$ cat src/rtl/pipeline_pkg.sv
// pipeline_pkg: shared constants and types for the execute stage.
//   - ALU operation codes (alu_op_e), with MUL/DIV occupying 16..23
//   - low-bit MUL/DIV sub-op codes seen by muldiv_unit
//   - opcode constants for branch / JAL / JALR
//   - branch funct3 codes
//   - forwarding-select constants
//   - MUL/DIV FSM state type
package pipeline_pkg;

    typedef enum logic [5:0] {
        ALU_ADD    = 6'd0,
        ALU_SUB    = 6'd1,
        ALU_SLL    = 6'd2,
        ALU_SLT    = 6'd3,
        ALU_SLTU   = 6'd4,
        ALU_XOR    = 6'd5,
        ALU_SRL    = 6'd6,
        ALU_SRA    = 6'd7,
        ALU_OR     = 6'd8,
        ALU_AND    = 6'd9,
        ALU_PASSB  = 6'd10,
        ALU_MUL    = 6'd16,
        ALU_MULH   = 6'd17,
        ALU_MULHSU = 6'd18,
        ALU_MULHU  = 6'd19,
        ALU_DIV    = 6'd20,
        ALU_DIVU   = 6'd21,
        ALU_REM    = 6'd22,
        ALU_REMU   = 6'd23
    } alu_op_e;

    // Low three bits of the MUL/DIV ALU codes; bit 2 set means divide.
    localparam logic [2:0] MD_MUL    = 3'd0;
    localparam logic [2:0] MD_MULH   = 3'd1;
    localparam logic [2:0] MD_MULHSU = 3'd2;
    localparam logic [2:0] MD_MULHU  = 3'd3;
    localparam logic [2:0] MD_DIV    = 3'd4;
    localparam logic [2:0] MD_DIVU   = 3'd5;
    localparam logic [2:0] MD_REM    = 3'd6;
    localparam logic [2:0] MD_REMU   = 3'd7;

    localparam logic [6:0] OP_BRANCH = 7'b1100011;
    localparam logic [6:0] OP_JAL    = 7'b1101111;
    localparam logic [6:0] OP_JALR   = 7'b1100111;

    localparam logic [2:0] F3_BEQ  = 3'b000;
    localparam logic [2:0] F3_BNE  = 3'b001;
    localparam logic [2:0] F3_BLT  = 3'b100;
    localparam logic [2:0] F3_BGE  = 3'b101;
    localparam logic [2:0] F3_BLTU = 3'b110;
    localparam logic [2:0] F3_BGEU = 3'b111;

    localparam logic [1:0] FWD_RF  = 2'b00;
    localparam logic [1:0] FWD_MEM = 2'b01;
    localparam logic [1:0] FWD_WB  = 2'b10;

    typedef enum logic [1:0] {
        IDLE = 2'd0,
        BUSY = 2'd1,
        DONE = 2'd2
    } md_state_e;

    function automatic logic is_muldiv(input logic [5:0] op);
        return op[5:3] == 3'b010;
    endfunction

endpackage

$ cat src/rtl/muldiv_unit.sv
// muldiv_unit: iterative multiplier / restoring divider.
//   Works on operand magnitudes and fixes signs when the result is presented.
// Ports:
//   clk_i, reset_i     clock, async active-high reset
//   start_i            launch an operation (sampled only in IDLE)
//   flush_i            abandon the current operation, back to IDLE
//   op_i [2:0]         MUL/DIV sub-op (low bits of the ALU code)
//   a_i, b_i           multiplicand/dividend, multiplier/divisor
//   busy_o             in BUSY
//   done_o             in DONE, result_o holds the answer
//   result_o           final result (meaningful while done_o)
//
// state | meaning
// IDLE  | waiting; operands latched on start_i
// BUSY  | one shift-add / restoring-subtract step per cycle
// DONE  | result presented for one cycle
module muldiv_unit
    import pipeline_pkg::*;
#(
    parameter int XLEN    = 32,
    parameter int MD_ITER = 32
) (
    input  logic            clk_i,
    input  logic            reset_i,
    input  logic            start_i,
    input  logic            flush_i,
    input  logic [2:0]      op_i,
    input  logic [XLEN-1:0] a_i,
    input  logic [XLEN-1:0] b_i,
    output logic            busy_o,
    output logic            done_o,
    output logic [XLEN-1:0] result_o
);

    localparam int CW = (MD_ITER > 1) ? $clog2(MD_ITER) : 1;
    localparam logic [CW-1:0] LAST = CW'(MD_ITER - 1);

    md_state_e         state_q, state_d;
    logic [CW-1:0]     cnt_q, cnt_d;
    logic [2*XLEN-1:0] acc_q, acc_d;
    logic [XLEN-1:0]   b_q, b_d;
    logic [XLEN-1:0]   dvd_q, dvd_d;
    logic [2:0]        op_q, op_d;
    logic              neg_q, neg_d;
    logic              rneg_q, rneg_d;
    logic              bzero_q, bzero_d;

    logic              a_signed, b_signed, a_neg, b_neg;
    logic [XLEN-1:0]   a_mag, b_mag;
    logic [XLEN:0]     mul_sum, div_shift, div_diff;
    logic [2*XLEN-1:0] mul_next, div_next, prod;
    logic [XLEN-1:0]   quo, rem, quo_s, rem_s;

    always_comb begin
        a_signed = 1'b0;
        b_signed = 1'b0;
        case (op_i)
            MD_MULH:        begin a_signed = 1'b1; b_signed = 1'b1; end
            MD_MULHSU:      a_signed = 1'b1;
            MD_DIV, MD_REM: begin a_signed = 1'b1; b_signed = 1'b1; end
            default:        ;
        endcase
    end

    assign a_neg = a_signed & a_i[XLEN-1];
    assign b_neg = b_signed & b_i[XLEN-1];
    assign a_mag = a_neg ? -a_i : a_i;
    assign b_mag = b_neg ? -b_i : b_i;

    // Multiply: {hi, lo} with the multiplier in lo, shifted right each step.
    assign mul_sum  = {1'b0, acc_q[2*XLEN-1:XLEN]} + (acc_q[0] ? {1'b0, b_q} : '0);
    assign mul_next = {mul_sum, acc_q[XLEN-1:1]};

    // Divide: {remainder, quotient} shifted left, quotient bits enter at lsb.
    assign div_shift = acc_q[2*XLEN-1:XLEN-1];
    assign div_diff  = div_shift - {1'b0, b_q};
    assign div_next  = div_diff[XLEN] ? {div_shift[XLEN-1:0], acc_q[XLEN-2:0], 1'b0}
                                      : {div_diff[XLEN-1:0],  acc_q[XLEN-2:0], 1'b1};

    always_comb begin
        state_d = state_q;
        cnt_d   = cnt_q;
        acc_d   = acc_q;
        b_d     = b_q;
        dvd_d   = dvd_q;
        op_d    = op_q;
        neg_d   = neg_q;
        rneg_d  = rneg_q;
        bzero_d = bzero_q;
        case (state_q)
            IDLE: begin
                if (start_i) begin
                    state_d = BUSY;
                    cnt_d   = '0;
                    acc_d   = {{XLEN{1'b0}}, a_mag};
                    b_d     = b_mag;
                    dvd_d   = a_i;
                    op_d    = op_i;
                    neg_d   = a_neg ^ b_neg;
                    rneg_d  = a_neg;
                    bzero_d = (b_i == '0);
                end
            end
            BUSY: begin
                acc_d = op_q[2] ? div_next : mul_next;
                cnt_d = cnt_q + CW'(1);
                if (cnt_q == LAST) begin
                    state_d = DONE;
                end
            end
            DONE: begin
                state_d = IDLE;
            end
            default: begin
                state_d = IDLE;
            end
        endcase
        if (flush_i) begin
            state_d = IDLE;
            cnt_d   = '0;
        end
    end

    always_ff @(posedge clk_i or posedge reset_i) begin
        if (reset_i) begin
            state_q <= IDLE;
            cnt_q   <= '0;
            acc_q   <= '0;
            b_q     <= '0;
            dvd_q   <= '0;
            op_q    <= '0;
            neg_q   <= 1'b0;
            rneg_q  <= 1'b0;
            bzero_q <= 1'b0;
        end else begin
            state_q <= state_d;
            cnt_q   <= cnt_d;
            acc_q   <= acc_d;
            b_q     <= b_d;
            dvd_q   <= dvd_d;
            op_q    <= op_d;
            neg_q   <= neg_d;
            rneg_q  <= rneg_d;
            bzero_q <= bzero_d;
        end
    end

    assign prod  = neg_q ? -acc_q : acc_q;
    assign quo   = acc_q[XLEN-1:0];
    assign rem   = acc_q[2*XLEN-1:XLEN];
    assign quo_s = neg_q ? -quo : quo;
    assign rem_s = rneg_q ? -rem : rem;

    // Divide-by-zero bypasses the sign fix-up; signed overflow falls out
    // of the magnitude path naturally (0x80000000 / 1, negated).
    always_comb begin
        result_o = '0;
        case (op_q)
            MD_MUL:                          result_o = prod[XLEN-1:0];
            MD_MULH, MD_MULHSU, MD_MULHU:    result_o = prod[2*XLEN-1:XLEN];
            MD_DIV, MD_DIVU:                 result_o = bzero_q ? '1 : quo_s;
            default:                         result_o = bzero_q ? dvd_q : rem_s;
        endcase
    end

    assign busy_o = (state_q == BUSY);
    assign done_o = (state_q == DONE);

endmodule

$ cat src/rtl/execute_stage.sv
// execute_stage: pipeline execute stage.
//   Operand forwarding, single-cycle ALU, branch/jump resolution, and an
//   iterative MUL/DIV (muldiv_unit) that stalls upstream while busy.
// Build option: EXECUTE_DIV_EN -- when defined DIV/DIVU/REM/REMU run on the
//   iterative unit; otherwise they finish in one cycle as illegal with result 0.
// Ports:
//   clk_i, reset_i           clock, async active-high reset
//   de_*                     decode/execute register contents
//   fwd_a_sel_i/fwd_b_sel_i  operand source: RF, mem_fwd_data_i, wb_fwd_data_i
//   flush_i                  kill the current instruction
//   ex_valid_o, ex_result_o, ex_store_data_o, ex_rd_o   to execute/memory reg
//   ex_stall_o               freeze PC, fetch/decode and decode/execute regs
//   ex_redirect_o, ex_redirect_pc_o   taken branch / jump and its target
//   ex_illegal_o             unsupported operation
module execute_stage
    import pipeline_pkg::*;
#(
    parameter int XLEN    = 32,
    parameter int MD_ITER = 32
) (
    input  logic            clk_i,
    input  logic            reset_i,
    input  logic            de_valid_i,
    input  logic [XLEN-1:0] de_pc_i,
    input  logic [6:0]      de_opcode_i,
    input  logic [2:0]      de_funct3_i,
    input  logic [4:0]      de_rd_i,
    input  logic [XLEN-1:0] de_read_data1_i,
    input  logic [XLEN-1:0] de_read_data2_i,
    input  logic [XLEN-1:0] de_offset_i,
    input  logic            de_alusrc1_i,
    input  logic            de_alusrc2_i,
    input  logic [5:0]      de_alu_op_i,
    input  logic            de_jump_i,
    input  logic [1:0]      fwd_a_sel_i,
    input  logic [1:0]      fwd_b_sel_i,
    input  logic [XLEN-1:0] mem_fwd_data_i,
    input  logic [XLEN-1:0] wb_fwd_data_i,
    input  logic            flush_i,
    output logic            ex_valid_o,
    output logic [XLEN-1:0] ex_result_o,
    output logic [XLEN-1:0] ex_store_data_o,
    output logic [4:0]      ex_rd_o,
    output logic            ex_stall_o,
    output logic            ex_redirect_o,
    output logic [XLEN-1:0] ex_redirect_pc_o,
    output logic            ex_illegal_o
);

    logic [XLEN-1:0] fwd_a, fwd_b, op_a, op_b;
    logic [XLEN-1:0] alu_res, md_result, link_pc, jalr_sum, br_target;
    logic [4:0]      shamt;
    logic            alu_ok, br_ok, taken;
    logic            is_branch, is_jalr, is_md, md_take, div_off;
    logic            live, md_start, md_busy, md_done;

    always_comb begin
        case (fwd_a_sel_i)
            FWD_MEM: fwd_a = mem_fwd_data_i;
            FWD_WB:  fwd_a = wb_fwd_data_i;
            default: fwd_a = de_read_data1_i;
        endcase
        case (fwd_b_sel_i)
            FWD_MEM: fwd_b = mem_fwd_data_i;
            FWD_WB:  fwd_b = wb_fwd_data_i;
            default: fwd_b = de_read_data2_i;
        endcase
    end

    assign op_a  = de_alusrc1_i ? de_pc_i : fwd_a;
    assign op_b  = de_alusrc2_i ? de_offset_i : fwd_b;
    assign shamt = op_b[4:0];

    always_comb begin
        alu_res = '0;
        alu_ok  = 1'b1;
        case (de_alu_op_i)
            ALU_ADD:   alu_res = op_a + op_b;
            ALU_SUB:   alu_res = op_a - op_b;
            ALU_SLL:   alu_res = op_a << shamt;
            ALU_SLT:   alu_res = {{(XLEN-1){1'b0}}, $signed(op_a) < $signed(op_b)};
            ALU_SLTU:  alu_res = {{(XLEN-1){1'b0}}, op_a < op_b};
            ALU_XOR:   alu_res = op_a ^ op_b;
            ALU_SRL:   alu_res = op_a >> shamt;
            ALU_SRA:   alu_res = XLEN'($signed(op_a) >>> shamt);
            ALU_OR:    alu_res = op_a | op_b;
            ALU_AND:   alu_res = op_a & op_b;
            ALU_PASSB: alu_res = op_b;
            ALU_MUL, ALU_MULH, ALU_MULHSU, ALU_MULHU,
            ALU_DIV, ALU_DIVU, ALU_REM, ALU_REMU: alu_res = '0;
            default:   alu_ok = 1'b0;
        endcase
    end

    always_comb begin
        taken = 1'b0;
        br_ok = 1'b1;
        case (de_funct3_i)
            F3_BEQ:  taken = (fwd_a == fwd_b);
            F3_BNE:  taken = (fwd_a != fwd_b);
            F3_BLT:  taken = ($signed(fwd_a) <  $signed(fwd_b));
            F3_BGE:  taken = ($signed(fwd_a) >= $signed(fwd_b));
            F3_BLTU: taken = (fwd_a <  fwd_b);
            F3_BGEU: taken = (fwd_a >= fwd_b);
            default: br_ok = 1'b0;
        endcase
    end

    assign is_branch = (de_opcode_i == OP_BRANCH);
    assign is_jalr   = (de_opcode_i == OP_JALR);
    assign is_md     = !is_branch && !de_jump_i && is_muldiv(de_alu_op_i);

`ifdef EXECUTE_DIV_EN
    assign md_take = is_md;
    assign div_off = 1'b0;
`else
    assign md_take = is_md && !de_alu_op_i[2];
    assign div_off = is_md && de_alu_op_i[2];
`endif

    assign live     = de_valid_i && !flush_i && !reset_i;
    // The instruction stays in decode/execute through DONE, so a new start
    // is only possible once the unit is back in IDLE.
    assign md_start = live && md_take && !md_busy && !md_done;

    muldiv_unit #(
        .XLEN    (XLEN),
        .MD_ITER (MD_ITER)
    ) u_muldiv (
        .clk_i    (clk_i),
        .reset_i  (reset_i),
        .start_i  (md_start),
        .flush_i  (flush_i),
        .op_i     (de_alu_op_i[2:0]),
        .a_i      (op_a),
        .b_i      (op_b),
        .busy_o   (md_busy),
        .done_o   (md_done),
        .result_o (md_result)
    );

    assign link_pc   = de_pc_i + XLEN'(4);
    assign jalr_sum  = fwd_a + de_offset_i;
    assign br_target = is_jalr ? {jalr_sum[XLEN-1:1], 1'b0} : (de_pc_i + de_offset_i);

    always_comb begin
        ex_result_o = '0;
        if (!reset_i) begin
            if (de_jump_i) begin
                ex_result_o = link_pc;
            end else if (md_take) begin
                ex_result_o = md_done ? md_result : '0;
            end else if (!div_off) begin
                ex_result_o = alu_res;
            end
        end
    end

    assign ex_valid_o       = live && (md_take ? md_done : 1'b1);
    assign ex_stall_o       = !reset_i && (md_start || md_busy);
    assign ex_redirect_o    = live && (de_jump_i || (is_branch && taken));
    assign ex_redirect_pc_o = ex_redirect_o ? br_target : '0;
    assign ex_illegal_o     = live && (div_off ||
                              (is_branch ? !br_ok : (!de_jump_i && !alu_ok)));
    assign ex_store_data_o  = reset_i ? '0 : fwd_b;
    assign ex_rd_o          = reset_i ? '0 : de_rd_i;

endmodule
$ cat config.mk
export PLATFORM = sky130hd
export DESIGN_NAME = execute_stage
export DESIGN_NICKNAME = d
export VERILOG_FILES = /design/src/rtl/pipeline_pkg.sv /design/src/rtl/muldiv_unit.sv /design/src/rtl/execute_stage.sv
export SDC_FILE = /design/constraint.sdc
export NUM_CORES = 2
export LEC_CHECK = 0
export ABC_AREA = 1
export ABC_CLOCK_PERIOD_IN_PS = 8650
export CAP_MARGIN = 20
export CELL_PAD_IN_SITES_DETAIL_PLACEMENT = 1
export CELL_PAD_IN_SITES_GLOBAL_PLACEMENT = 2
export CORE_MARGIN = 1
export CORE_UTILIZATION = 25
export DETAILED_ROUTE_END_ITERATION = 10
export DONT_BUFFER_PORTS = 1
export MAX_ROUTING_LAYER = met4
export PLACE_DENSITY = 0.68
export SYNTH_ARGS = -nofsm -noshare
export SYNTH_HDL_FRONTEND = slang
export SYNTH_SLANG_ARGS = --single-unit
$ cat constraint.sdc
create_clock -name clk_i -period 8.65 [get_ports clk_i]
set_clock_uncertainty 0.2 [all_clocks]
set_input_delay 1.2975 -clock clk_i [delete_from_list [all_inputs] [get_ports clk_i]]
set_output_delay 1.2975 -clock clk_i [all_outputs]
set_load 0.05 [all_outputs]
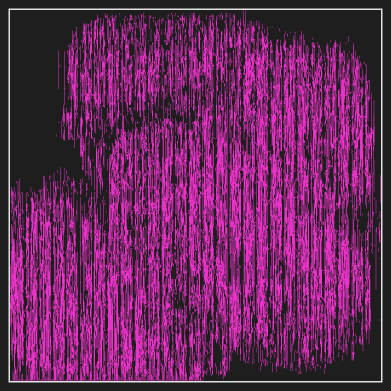
Fig. 1. The metal 2 layer.
Drawn at 1 px/um.
The layer holds 43% of the routed length. The longest straight run is 145 um. The layer carries 112 mm of wire.
met2 usage: 56.5%
via count: 46608
Routed Wire Length: 261000 um

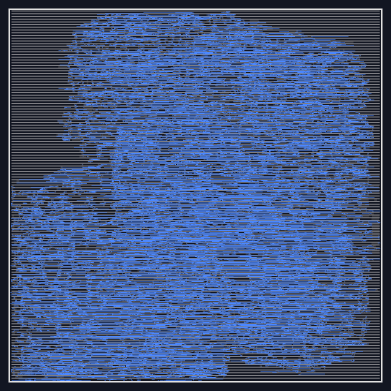
Fig. 2. Metal 1.
Drawn at 1 px/um. Supply wires on this layer in grey. Cells faint in the background.
The wires run mostly horizontal. The layer carries 113 mm of wire.
met1 layer usage reported by global route: 49.7%

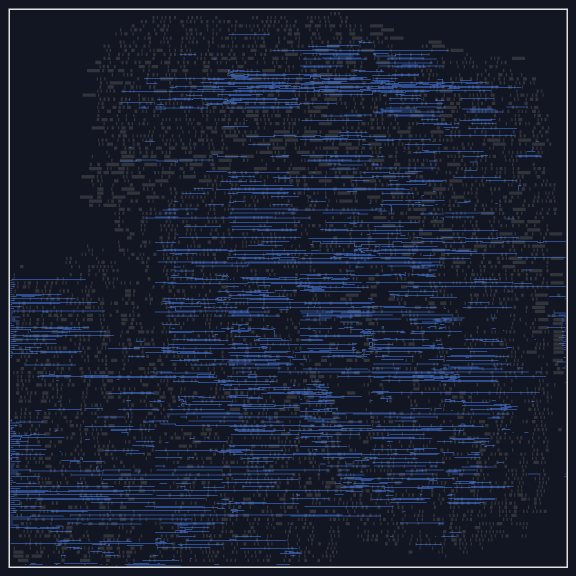
Fig. 3. Metal 3.
Drawn at 1.5 px/um. Cells faint in the background.
The layer holds 8.6% of the routed length. The layer carries 22.4 mm of wire. The wires run mostly horizontal. The longest straight run is 189 um. 758 nets have wire on it.

==> Implementation_results.wiki <==
== Flow metrics ==
{| class="wikitable"
! Metric !! Value
|-
| Run status || finished clean
|-
| Number of hold violations in the final report || 0
|-
| Highest signal layer in the routed design || met4
|-
| Max-capacitance violation count || 0
|-
| Std-Cell Rows || roughly 140
|-
| Number of max-slew violations in the final report || 0
|-
| Post-CTS setup-driven buffer insertion count || 0
|-
| Int Pwr || approximately 2.6 mW
|-
| Crit Path Class || input pin to output pin
|-
| Xor-xnor portion of the synthesized cell area || roughly 2.6%
|-
| GRT overflow || 0
|-
| Vias in the first global route || between 40000 and 50000
|-
| Top cells by count || 1839 x sky130_fd_sc_hd__nand2_1, 719 x sky130_fd_sc_hd__nand3_1, 668 x sky130_fd_sc_hd__inv_1, 601 x sky130_fd_sc_hd__nor2_1, 506 x sky130_fd_sc_hd__a21oi_1
|-
| Clk latency late pin || 0.48 ns
|-
| Warnings from Yosys || 0
|-
| AND/OR/NAND/NOR Cells, Area Fraction || between 40% and 50%
|-
| Hold path endpoint || u_muldiv.dvd_q[26]$_DFFE_PP0P_
|-
| RSZ-0062 raised after global routing || no
|-
| H-Tree Level Count || 4
|-
| Post-synthesis compound-gate area fraction || a little over a fifth
|-
| Share of cell area taken by muxes after synthesis || 0.0625%
|-
| Fmax achieved || 126 MHz
|-
| Post-route cell area || 37600 um2
|-
| Synth top area cells || sky130_fd_sc_hd__nand2_1 20%, sky130_fd_sc_hd__nand3_1 11%, sky130_fd_sc_hd__dfrtp_1 10%, sky130_fd_sc_hd__ha_1 8.4%, sky130_fd_sc_hd__a21oi_1 7.4%
|-
| Startpoint of the lowest-slack hold path || u_muldiv.dvd_q[26]$_DFFE_PP0P_
|-
| TritonCTS clock tree || done
|-
| Dominant synthesized flop cell || sky130_fd_sc_hd__dfrtp_1
|-
| CP Launch Type || input pin
|-
| Most Crowded Layer GR || met2
|-
| Summed instance area of the synthesized netlist || around 34000 um2
|-
| GRT met3 Usage || ~7.4%
|-
| Largest net degree at the start of global routing || approximately 90
|-
| Layout cell share with drive strength beyond 1 || under 10%
|-
| Top library cells by usage in the layout, fill and taps aside || 1839 x sky130_fd_sc_hd__nand2_1, 718 x sky130_fd_sc_hd__nand3_1, 666 x sky130_fd_sc_hd__inv_1
|-
| Worst reg2reg path endpoint || u_muldiv.acc_q[55]$_DFFE_PP0P_
|-
| Clock edge transition at the registers on the reported setup and hold paths || ~0.070 ns
|-
| Portion of total power attributed to sequential cells || 16.0%
|-
| Final clock period utilization by the worst path || between 90 and 100%
|-
| Cell resize tally after clock tree synthesis || 0
|-
| RR Startpoint || u_muldiv.acc_q[31]$_DFFE_PP0P_
|-
| Number of filler instances in the final layout || 18104
|-
| Fin crit period || around 7.9 ns
|-
| Number of cells traversed by the worst hold path || 2
|-
| Final tally of setup violations || 0
|-
| Post-synth regs || 141
|-
| Slew of the pin with the lowest slew margin || roughly 1.2 ns
|-
| Met1 layer wirelength in the final routing || between 100000 and 150000 um
|-
| Hold slack final || slightly below 0.3 ns
|-
| Antenna violations before repair || 35
|-
| Power density of the placed cells || 183 nW/um2
|-
| Total global-route track usage || between 30% and 40%
|-
| Avg Synthesized Cell Area || around 5.4 um2
|-
| Crit Path Max Fanout || roughly 41
|-
| Maximum number of buffers from clock root to sink || 2
|-
| Met2 routed WL || 112000 um
|-
| Type of the most critical hold path || register to register
|-
| Leading area contributor after synthesis || sky130_fd_sc_hd__nand2_1
|-
| Tightest slew margin relative to the limit || 19.6%
|-
| CP endpoint kind || output pin
|-
| Net Sw Frac || between 60% and 70%
|-
| Required time of the critical path || about 7 ns
|-
| Combinational share of power || between 70% and 80%
|-
| Net count reported at finish || 6733
|-
| Total DRC errors in the routed layout || 0
|-
| Number of nets with antenna violations after detailed routing || 0
|-
| Sequential cell area fraction in the yosys report || 10.4%
|-
| Number of design-rule violations left by the first detailed-router iteration || ~5400
|-
| Synth-to-layout area growth || 10.4%
|-
| Port Buffers || 0
|-
| Reg-to-reg slack, setup || 4.28 ns
|-
| Yosys Chip Area || between 30000 and 40000 um2
|-
| Number of distinct library cell variants in the gate-level netlist after synthesis || about 70
|-
| Worst Reg-to-Reg Cells || 20
|-
| Top-count cell post-synth || sky130_fd_sc_hd__nand2_1
|-
| Max rail drop VDD || 0.153 mV
|-
| Setup_tns || 0 ns
|-
| Post-synth EDFFs || 0
|-
| Fraction of registers with async set or reset after synthesis || 100%
|-
| First-pass GRT wire length || between 300000 and 400000 um
|-
| Clock Tree Root || sky130_fd_sc_hd__clkbuf_16
|-
| Core outline area || roughly 140000 um2
|-
| Syn_nets || about 6800
|-
| Drt via density || ~5.8
|-
| Part of the power in the clock network || around 12%
|-
| Arrival time worst endpoint || 6.43 ns
|-
| Placer's final routability congestion estimate || 1.13
|-
| Switching power || 4.29 mW
|-
| Overall die height || 371 um
|-
| Number of warnings in the stage logs || slightly below 60
|-
| Initial core utilization || around a quarter
|-
| TritonCTS Sinks || 141
|-
| Die ar. || between 100000 and 150000 um2
|-
| Top area contributor share || approximately a fifth
|-
| Floorplan die width || between 300 and 400 um
|-
| Half-perimeter wire length after placement || around 220000 um
|-
| Number of buffers added to fix hold violations after cts || 0
|-
| Avg WL per Cell || between 30 and 40 um
|-
| Synthesized instance count || around 6300
|-
| Number of cells in the yosys synthesis report || 6308
|-
| Number of ports placed on the die boundary || 329
|-
| Cell Area, Placed || between 30000 and 40000 um2
|-
| Static leakage || 18.4 nW
|-
| CTS buffer count || 17
|-
| DRT Pass-1 Iters || 6
|-
| Synth Area in Adders || under 10%
|-
| Most frequent logic cell in the layout || sky130_fd_sc_hd__nand2_1
|-
| Top logic family || simple AND/OR/NAND/NOR gates
|-
| Sum of met3 wire segment lengths after detailed routing || 22400 um
|}
==> critical path, cell delays in order <==
cell,delay [ns]
sky130_fd_sc_hd__inv_1,0.03
sky130_fd_sc_hd__ha_1,0.41
sky130_fd_sc_hd__inv_4,0.40
sky130_fd_sc_hd__nand3_1,0.13
sky130_fd_sc_hd__o21ai_1,0.21
sky130_fd_sc_hd__or2_2,0.17
sky130_fd_sc_hd__o21a_1,0.40
sky130_fd_sc_hd__inv_2,0.14
sky130_fd_sc_hd__ha_1,0.70
sky130_fd_sc_hd__inv_1,0.32
sky130_fd_sc_hd__a21oi_1,0.52
sky130_fd_sc_hd__o21bai_1,0.11
sky130_fd_sc_hd__a21oi_1,0.25
sky130_fd_sc_hd__nand2_1,0.08
sky130_fd_sc_hd__a21oi_1,0.20
sky130_fd_sc_hd__nand2_1,0.08
sky130_fd_sc_hd__nand2_1,0.06
sky130_fd_sc_hd__nand3_1,0.10
sky130_fd_sc_hd__nand3_1,0.32
sky130_fd_sc_hd__nand2_1,0.14
sky130_fd_sc_hd__inv_1,0.15
sky130_fd_sc_hd__buf_12,0.15
==> sequential cells by signal, summed over array words and instances, names as in the netlist <==
signal	flops
u_muldiv.acc_q	64
u_muldiv.b_q	32
u_muldiv.dvd_q	32
u_muldiv.cnt_q	5
u_muldiv.op_q	3
u_muldiv.state_q	2
u_muldiv.bzero_q	1
u_muldiv.neg_q	1
u_muldiv.rneg_q	1
==> worst max path at each step <==
stage	from	to	slack, ns	depth (start not counted)
after floorplan	reset_i	ex_redirect_pc_o[21]	1.15	6
after global placement	fwd_b_sel_i[0]	ex_result_o[31]	0.90	22
after detailed placement	fwd_a_sel_i[0]	ex_result_o[28]	0.89	24
after CTS	fwd_b_sel_i[0]	ex_result_o[31]	0.90	22
after global routing	fwd_b_sel_i[0]	ex_result_o[31]	0.60	22
final	fwd_b_sel_i[0]	ex_result_o[31]	0.73	22
==> power by group through the flow <==
stage / logic (mW) / clock network, mW / registers, mW
global route: 5.31 / 0.868 / 1.11
finish: 4.94 / 0.837 / 1.10
global placement: 4.76 / 0 / 1.09
CTS: 4.81 / 0.845 / 1.08
detailed placement: 4.79 / 0 / 1.09
floorplan: 3.07 / 0 / 0.927
==> metrics by stage <==
step	utilization [%]	power [mW]	std cells	setup slack (ns)
after global placement	27.2	5.85	8034	0.900
final	27.8	6.88	8096	0.726
after global routing	27.8	7.28	8094	0.599
after floorplan	-	4.00	6308	1.15
after CTS	27.7	6.74	8069	0.902
after detailed placement	27.2	5.88	8037	0.891
==> final cells by class <==
| cell class | count | area (um2) | share of cell area [%] |
|---|---|---|---|
| Antenna cell | 27 | 67.6 | 0.180 |
| Inverter | 731 | 2760 | 7.34 |
| Multi-Input combinational cell | 5202 | 26700 | 71.1 |
| Clock buffer | 18 | 439 | 1.17 |
| Tap cell | 1781 | 2230 | 5.93 |
| Clock inverter | 14 | 185 | 0.493 |
| Timing Repair Buffer | 182 | 1660 | 4.41 |
| Sequential cell | 141 | 3530 | 9.40 |
Power figures rest on the tool's default switching activity, not on a simulated workload.
